### Met2 routing, run 1

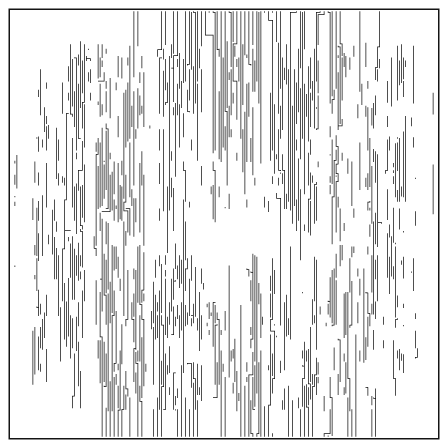
### Drive-strength map, run 1

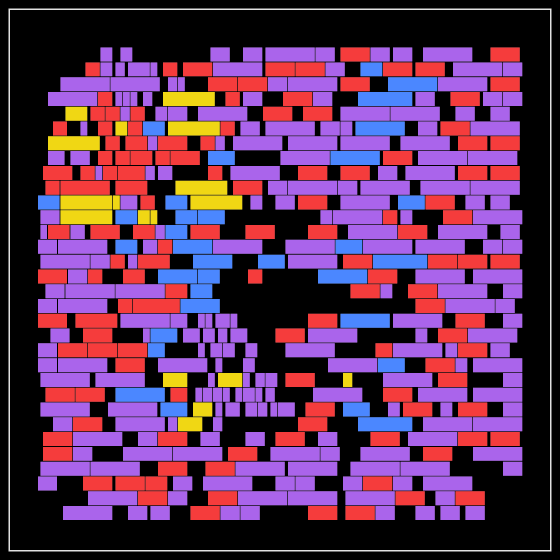
### Cell area per tile, run 1

The bar under the picture is 20 um long. 10 x 10 tiles, from dark blue (low) to red (high), 0 to 100% covered.
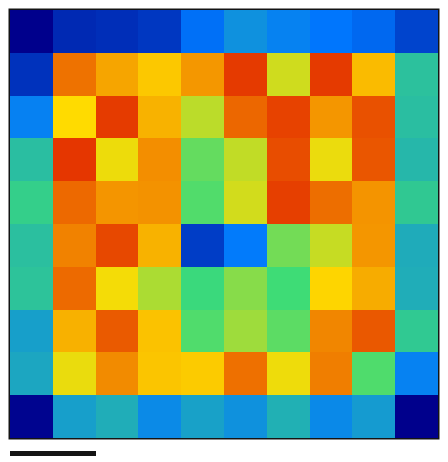
==> config.mk <==
export PLATFORM = sky130hd
export DESIGN_NAME = rv32_alu_decode
export DESIGN_NICKNAME = d
export VERILOG_FILES = /design/src/rtl/rv32_alu_decode_pkg.sv /design/src/rtl/rv32_instr_decode.sv /design/src/rtl/rv32_alu_decode.sv
export SDC_FILE = /design/constraint.sdc
export NUM_CORES = 1
export LEC_CHECK = 0
export CAP_MARGIN = 20
export CORE_MARGIN = 5
export CORE_UTILIZATION = 55
export CTS_CLUSTER_DIAMETER = 60
export CTS_CLUSTER_SIZE = 30
export DETAILED_ROUTE_END_ITERATION = 12
export DONT_BUFFER_PORTS = 1
export MAX_ROUTING_LAYER = met4
export PLACE_DENSITY_LB_ADDON = 0.08
export SLEW_MARGIN = 20
export SYNTH_ARGS = -nofsm -noshare
export SYNTH_HDL_FRONTEND = slang
export SYNTH_HIERARCHICAL = 1
export SYNTH_SLANG_ARGS = --single-unit
==> constraint.sdc <==
create_clock -name clk -period 1.6 [get_ports clk]
set_clock_uncertainty 0.15 [all_clocks]
set_input_delay 0.16 -clock clk [delete_from_list [all_inputs] [get_ports clk]]
set_output_delay 0.16 -clock clk [all_outputs]
set_load 0.02 [all_outputs]
==> run notes, run 1 <==
run metrics: nets=roughly 470, CTS buffer count=9, CP required=approximately 1.7 ns, Hold Path Class=input pin to async pin, f_max=593.8 MHz, Post-synth EDFFs=0, Area after DPL=between 4000 and 5000 um^2, Final Max Slew Viols=0, Late-Pin Clk Latency=between 0.3 and 0.4 ns, n_diodes=0, ys cells=approximately 290, DR pass1 iterations=4, RSZ-0062 raised after global routing=yes, Post-synth regs=94, Mapped Area=4388 um^2, GPL Wtd Cong=0.7801, vias in the first global route=3,003, Post-synth top cells=dfrtp_1 (94), mux2_4 (60), mux2_2 (28), CTS sink cnt=94, Tot Pwr=6.738 mW, main flop type=dfrtp_1, worst setup margin=-0.08399 ns, hold slack=-0.6668 ns, largest net degree at the start of global routing=roughly 95, Die H=99.32 um, crit path DAT=1.78 ns, mean area per synthesized cell=14.98 um^2, H-tree Lvls=3, crit path time final=1.684 ns, clk slew on worst S/H paths=0.11 ns, Unique cell types=~47, Total GRT Usage=about a fifth, Setup-failing EPs final=roughly 88, Top cell area share=~54%, Top area cell types=dfrtp_1 (54%), mux2_4 (21%), mux2_2 (7.2%), cells on worst reg2reg path=6, Int Power=approximately 4.4 mW, ys async rst share=100.0%, count leader, synth=dfrtp_1, combinational share of power=around 22%, routed length per instance=approximately 22 um, Remaining DRCs=0, status=finished with violations, largest area contributor in the netlist=dfrtp_1, failing checks=negative hold slack, negative setup slack, DR iter-0 viols=roughly 110, Critical Path Fanout Max=14, Final Hold Viols=approximately 94, Rel. slew slack=between 70% and 80%, power per cell area=~1100 nW/um^2, Clock Tree Root=clkbuf_8, Leak=approximately 2.7 nW, share of cells above drive strength 1=~44%, DP HPWL=between 6000 and 7000 um, worst-margin pin slew=0.3078 ns, via/cell ratio=~5.4, Chip Width=slightly below 100 um, grt ovf=0, CP Launch Type=flop, CP Capture Type=flop, Flop pwr share=a little under three fifths, first-pass GRT wire length=approximately 16,000 um, port bufs=0, Synth Net Count=approximately 360, Post-DRT Antenna Nets=0, CTS tree=built, Synthesis Warnings=6, Cell Rows=32
About 'Met2 routing':
The wires run mostly vertical. The longest straight run is 45.9 um. 443 nets have wire on it.
vias: 2,760
detailed-route wire length: 11,180 um
met2 GRT Util: 35.54%

About 'Drive-strength map':
Key: blue = x6 and larger [cells 33]; yellow = x2 [cells 17]; red = x3 and x4 [cells 129]; purple = x1 and smaller [cells 228]
synthesis-to-finish area growth: 35.36%
Design Area, Final: 5939 um^2

About 'Cell area per tile':
The fullest tile reaches 94%. 41% of the tiles are over 75% full. 3.0% of the tiles are nearly empty. The mean over all tiles is 59%.
Util after Layout: 76.47%
FP Util: 56.49%
Core Area: 7767 um^2

==> run 1: per-layer routing <==
layer	wire length [um]	global-route usage [%]
met5	0	-
met4	114	6.618
met3	959	7.574
met2	5684	35.54
met1	4426	24.21
==> run 1: placed cells by master, fill, tap and decap left out, types with 3 or more instances in the layout <==
cell type      count
clkbuf_16          6
and2_1             5
nor2_1             5
buf_12             4
a21oi_1            4
clkbuf_8           9
nor2b_1            9
nand3_1            6
dlygate4sd3_1     68
buf_16             3
dfrtp_2            7
inv_1              4
nand2_1           13
o21ai_0            4
mux2_4            87
dfrtp_1           87
buf_4             25
nor2_4             3
buf_6              9
a31oi_1            3
==> run 1: power by group through the flow <==
stage / Sequential [mW] / Combinational [mW] / Clock [mW]
2_1_floorplan: 3.73 / 0.870 / 0
3_3_place_gp: 3.78 / 1.04 / 0
3_5_place_dp: 3.79 / 1.08 / 0
4_1_cts: 3.75 / 1.31 / 1.48
5_1_grt: 3.81 / 1.60 / 1.60
6_report: 3.76 / 1.51 / 1.47
==> run 1: worst max-delay path, cell delays in order (launching register included) <==
cell     delay (ns)
dfrtp_2        0.44
inv_2          0.08
nand2_2        0.07
nor2_4         0.18
buf_12         0.17
buf_16         0.17
mux2_4         0.32
==> run 1: logic make-up after synthesis <==
| family | count (synthesis) | share of synthesized area, % |
|---|---|---|
| flip-flops | 94 | 53.61 |
| multiplexers | 89 | 27.97 |
| AND/OR/NAND/NOR | 64 | 9.524 |
| buffers and inverters | 23 | 5.275 |
| AND-OR/OR-AND | 20 | 2.937 |
| XOR/XNOR | 2 | 0.3993 |
| adder cells (fa/ha/maj) | 1 | 0.2851 |
==> run 1: cell type report <==
cell class                      instances  area [um^2]
Sequential cell                        94         2361
Timing Repair Buffer                  115         1282
Clock buffer                            9        123.9
Multi-Input combinational cell        176         1964
Tap cell                              102        127.6
Clock inverter                          7        57.56
Fill cell                             482         1828
Inverter                                6        22.52
==> run 1: through the flow <==
step	std cells	TNS (ns)
after floorplan	293	-0.06167
after global placement	404	-1.074
after detailed placement	404	-2.510
after CTS	496	-2.446
after global routing	509	-8.884
final	509	-4.272
==> run 1: what timing repair did <==
item,in CTS,in global routing
hold buffers,67,1
gates cloned,3,7
pin swaps,3,7
gates resized,20,29
buffers inserted,6,5
endpoints found under the setup margin,71,90
hold endpoints to repair,181,95
### Track usage over the die, run 1

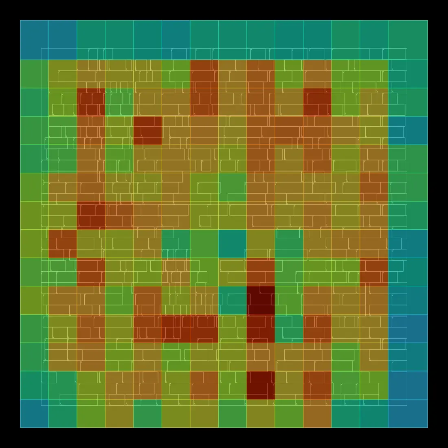

==> run 1 -> run 2 <==
==> constraint.sdc (replaced) <==
create_clock -name clk -period 1.6 [get_ports clk]
set_clock_uncertainty 0.15 [all_clocks]
set_input_delay 0.32 -clock clk [delete_from_list [all_inputs] [get_ports clk]]
set_output_delay 0.32 -clock clk [all_outputs]
set_load 0.02 [all_outputs]
### Track usage over the die, run 2

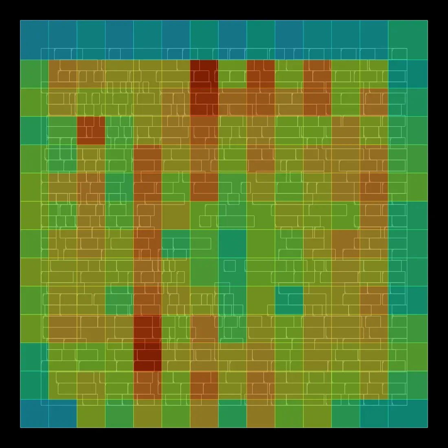
Util after Layout: 75.06%
met2 GRT Util: 31.77%

### Cell area per tile, run 2

The bar under the picture is 20 um long. 10 x 10 tiles, from dark blue (low) to red (high), 0 to 100% covered.
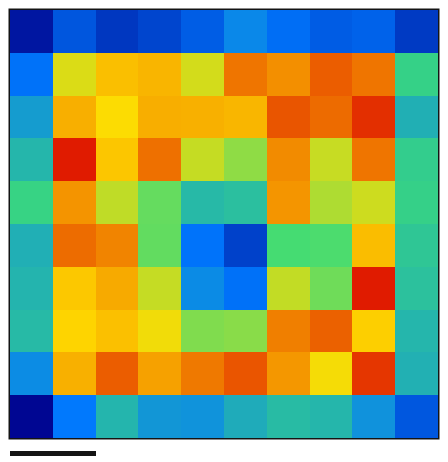
The fullest tile reaches 97%. 38% of the tiles are over 75% full. The densest ninth of the die: west. The mean over all tiles is 58%. 1.0% of the tiles are nearly empty.

### Met2 routing, run 2

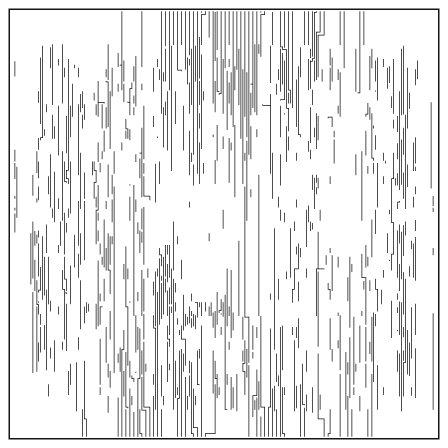
434 nets have wire on it. The longest straight run is 43.2 um. The layer holds 48% of the routed length. The layer carries 4,810 um of wire. The wires run mostly vertical.
detailed-route wire length: 10,030 um
vias: 2,690

==> run notes, run 2 <==
run metrics: met3 usage=6.662%, most frequent logic cells in the routed design=dfrtp_1 (87), mux2_4 (72), dlygate4sd3_1 (67), worst setup margin=-0.1330 ns, Total GRT Usage=~20%, Post-DRT Antenna Nets=0, fillers=around 500, Final Max Slew Viols=0, cells on worst reg2reg path=7, vias in the first global route=2,847, CP Capture Type=flop, port bufs=0, Final Hold Viols=around 94, FF+latch area=between 2000 and 2500 um^2, main flop type=dfrtp_1, ys cells=between 200 and 300, final instance count without filler cells=~500, status=finished with violations, power per cell area=roughly 1100 nW/um^2, setup_tns=-9.073 ns, crit path DAT=about 1.8 ns, Hold Path Class=input pin to async pin, Cell Rows=32, ys async rst share=100.0%, grt ovf=0, share of cells above drive strength 1=44.72%, Post-synth EDFFs=0, Top area cell types=dfrtp_1 (54%), mux2_4 (21%), mux2_2 (7.2%), Post-synth regs=about 94, n_diodes=0, Mapped Area=between 4000 and 5000 um^2, first-pass GRT wire length=about 15,000 um, count leader, synth=dfrtp_1, FP Util=56.49%, DP HPWL=between 6000 and 7000 um, CTS sink cnt=94, RSZ-0062 raised after global routing=yes, DR iter-0 viols=49, Core Area=slightly below 8000 um^2, Late-Pin Clk Latency=around 0.35 ns, Top Usage Layer GRT=met2, worst-margin pin slew=about 0.36 ns, Rel. slew slack=about 76%, Area after DPL=about 4700 um^2, Chip Width=99.32 um, via/cell ratio=~5.3, DR pass1 iterations=4, f_max=between 500 and 600 MHz, CP Launch Type=flop, crit path time final=1.733 ns, routed length per instance=~20 um, Leak=about 2.6 nW, mean area per synthesized cell=between 10 and 15 um^2, CTS buffer count=9, largest net degree at the start of global routing=~95, Synthesis Warnings=6, H-tree Lvls=3, Post-synth top cells=dfrtp_1 (94), mux2_4 (60), mux2_2 (28), Post-CTS Hold Buffers=~67, Design Area, Final=approximately 6000 um^2, CTS tree=built, Synth Net Count=364, failing checks=negative hold slack, negative setup slack, Remaining DRCs=0, largest area contributor in the netlist=dfrtp_1, Setup-failing EPs final=90, hold slack=-0.5080 ns, synthesis-to-finish area growth=32.88%, Unique cell types=~47, CP required=around 1.7 ns
run 2: cell types whose count changed in the layout (fill, tap and decap cells not counted), sizes merged:
| cell | previous run | this run |
|---|---|---|
| buf | 41 | 44 |
| clkbuf | 15 | 14 |
| inv | 8 | 9 |
| dlygate4sd3 | 68 | 67 |
| clkinv | 3 | 1 |
run 2: area by class of cell:
class                           count  area share (%)
Clock buffer                       10           2.189
Inverter                            6          0.4721
Multi-Input combinational cell    176           32.73
Sequential cell                    94           40.49
Tap cell                          102           2.189
Clock inverter                      6          0.9442
Timing Repair Buffer              115           20.99
run 2: repair_timing:
item | CTS | global route
hold endpoints to repair | 165 | 94
setup endpoints to repair | 58 | 95
resized | 21 | 13
cloned | 0 | 4
pin swaps | 4 | 4
setup buffers | 8 | 2
run 2: report_power, final:
part	total, mW	internal, mW	switching (mW)
combinational	1.36	0.929	0.432
sequential	3.74	2.83	0.911
clock	1.46	0.595	0.867
run 2: critical path: stages (launching register included):
cell       delay [ns]
dfrtp_2          0.42
buf_6            0.12
inv_4            0.05
nand2_4          0.05
nor2_4           0.18
clkbuf_16        0.21
clkbuf_16        0.15
mux2_4           0.29
run 2: cells by family after synthesis:
| group | share of synthesized area (%) |
|---|---|
| DFF | 53.61 |
| muxes | 27.97 |
| and+or+nand+nor | 9.524 |
| buffers and inverters | 5.275 |
| AOI/OAI and AO/OA | 2.937 |
| xor gates and xnor gates | 0.3993 |
| adders and majority gates | 0.2851 |
run 2: layer usage:
metal / up-vias / share of wire [%]
li1: 1239 / -
met1: 1331 / 42
met2: 107 / 48
met3: 13 / 8.6
met4: 0 / 1.2
met5: - / 0
Power and IR drop assume default switching activity.
